==> images/drive_strength.png <==
Scale: 3 px per um.
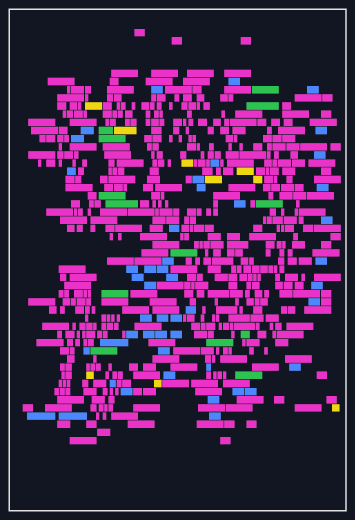
==> images/final_clocks.png <==
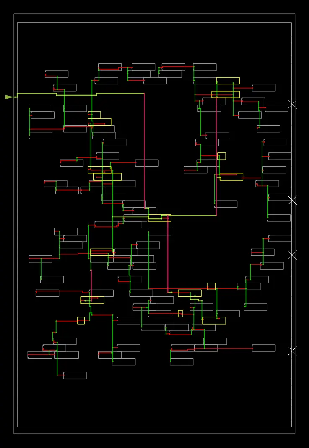
==> config.mk <==
export PLATFORM = sky130hd
export DESIGN_NAME = temp_frame_rx
export DESIGN_NICKNAME = d
export VERILOG_FILES = /design/src/rtl/temp_frame_pkg.sv /design/src/rtl/temp_frame_rx_uart.sv /design/src/rtl/temp_frame_rx.sv
export SDC_FILE = /design/constraint.sdc
export NUM_CORES = 1
export LEC_CHECK = 0
export ABC_CLOCK_PERIOD_IN_PS = 5340
export CORE_ASPECT_RATIO = 1.5
export CORE_UTILIZATION = 32
export CTS_CLUSTER_SIZE = 20
export DETAILED_ROUTE_END_ITERATION = 16
export SLEW_MARGIN = 20
export SYNTH_ARGS = -nofsm -noshare
export SYNTH_HDL_FRONTEND = slang
export SYNTH_SLANG_ARGS = --single-unit
export TNS_END_PERCENT = 5
==> constraint.sdc <==
create_clock -name sys_clk -period 5.34 [get_ports sys_clk]
set_input_delay 0.534 -clock sys_clk [delete_from_list [all_inputs] [get_ports sys_clk]]
set_output_delay 0.534 -clock sys_clk [all_outputs]
set_load 0.005 [all_outputs]
==> flow_summary.json <==
{
  "critical_path.max_stage_delay_ns": 0.49,
  "p_leak_nw": 3.10,
  "synth_stat.cells": 571,
  "required_ns": 5.57,
  "final_util_pct": 37.1,
  "finalPower_mw": 2.01,
  "cts_htree_levels": 3,
  "synthAoiAreaFrac_pct": 16.4,
  "yosysTopAreaCell": "dfrtp_1",
  "violations": "design-rule violations",
  "routed_wl_um": 12100,
  "crit_chain": "inv_1 > ha_1 > fa_1 > inv_1 > ha_1 > o21ai_0 > o211ai_1 > a211o_1 > o31ai_1 > o21ai_0 > xnor2_1 > a22o_1",
  "cts_max_path_buffers": 2,
  "path_depth": 12,
  "grt_max_degree": 58,
  "finalClockPeriodUsage_pct": 65.5,
  "cts_buffers": 9,
  "edf_count": 0,
  "fin_nets": 632,
  "grt_pass1_vias": 4511,
  "grt_antenna_before_repair": 0,
  "status": "finished, violations left",
  "core-area_um2": 17500,
  "drc": 5,
  "yosys_warnings": 0,
  "avgViaCountPerCell": 5.35,
  "ys_sh_xor_pct": 4.54,
  "hold_viol": 0,
  "worst_ir_drop_vdd_mv": 0.167,
  "synth_cells": 571,
  "ff_type": "dfrtp_1",
  "fmax_ghz": 0.286,
  "async_flop_share_pct": 100,
  "wl_met3_um": 250,
  "drive_above_1_share_pct": 11.8,
  "common_cells": "93 x dfrtp_1, 46 x nor2_1, 41 x ha_1",
  "yosysTopAreaCellShare_pct": 40.2,
  "top_layer_used": "met4",
  "dp_hpwl_um": 8880,
  "period_needed_ns": 3.50,
  "overflow": 0
}
About drive_strength.png:
legend:
  magenta:
    size: drive 1 or less
    cells: 518
    share: 88%
  green:
    size: drive 6 and up
    cells: 13
    share: 2.2%
  blue:
    size: drive 2
    cells: 47
    share: 8.0%
  yellow:
    size: drive 3 to 4
    cells: 9
    share: 1.5%
final instance area: 6490 um^2
number of non-clock buffers: 21
Syn-to-layout area delta: 12.2%

About final_clocks.png:
CTS Sinks: 96
P_clk: 711 uW
Worst Skew: 0.00545 ns
registers: 96
clk_lat worst skew: 0.35 ns

## layout by cell type, fill, tap and decap left out, types with 3 or more instances in the layout
cell              n
a211oi_1          4
o22ai_1           3
o21a_1            5
o21ai_0          36
ha_1             41
inv_1            32
a21o_1            9
fa_1              6
dfrtp_1          93
o2bb2ai_1         4
nor4_1            6
or3_1             8
mux2_2           33
a31oi_1           3
o22a_1            3
nor3_1           18
clkbuf_16         9
a22o_1            8
nand2_1          31
o31ai_1           5
dfstp_2           3
xnor2_1          23
nand3_1           6
a21oi_1          29
nor3b_1           5
o21bai_1          3
clkdlybuf4s50_1  19
xor2_1            7
and3_1            6
nor2b_1           5
nand2b_1         15
nor2_1           46
## where the power goes
part           total (mW)  switching (mW)  internal (mW)
Sequential          0.849          0.0582          0.791
Combinational       0.452           0.270          0.182
Clock               0.711           0.286          0.425
Total                2.01           0.614           1.40
## final cells by class
cell class	instances	area [um^2]	area share, %
Multi-Input combinational cell	422	3160	48.7
Sequential cell	96	2410	37.1
Tap cell	213	267	4.11
Clock buffer	10	239	3.68
Timing Repair Buffer	21	205	3.16
Inverter	32	120	1.85
Clock inverter	6	90.1	1.39
## cells by family (layout without fill, tap and decap cells)
group                    Yosys count  after routing
AND-OR/OR-AND                    140            140
AND/OR/NAND/NOR                  169            169
adder cells (fa/ha/maj)           48             48
buffers and inverters             53             69
XOR/XNOR                          30             30
flip-flops                        96             96
multiplexers                      35             35
## metal layers
| layer | vias up | GRT usage [%] |
|---|---|---|
| li1 | 2077 | - |
| met3 | 23 | 1.82 |
| met2 | 62 | 26.0 |
| met4 | 0 | 7.23 |
| met5 | - | 0 |
| met1 | 2116 | 15.6 |
Power figures rest on the tool's default switching activity, not on a simulated workload.
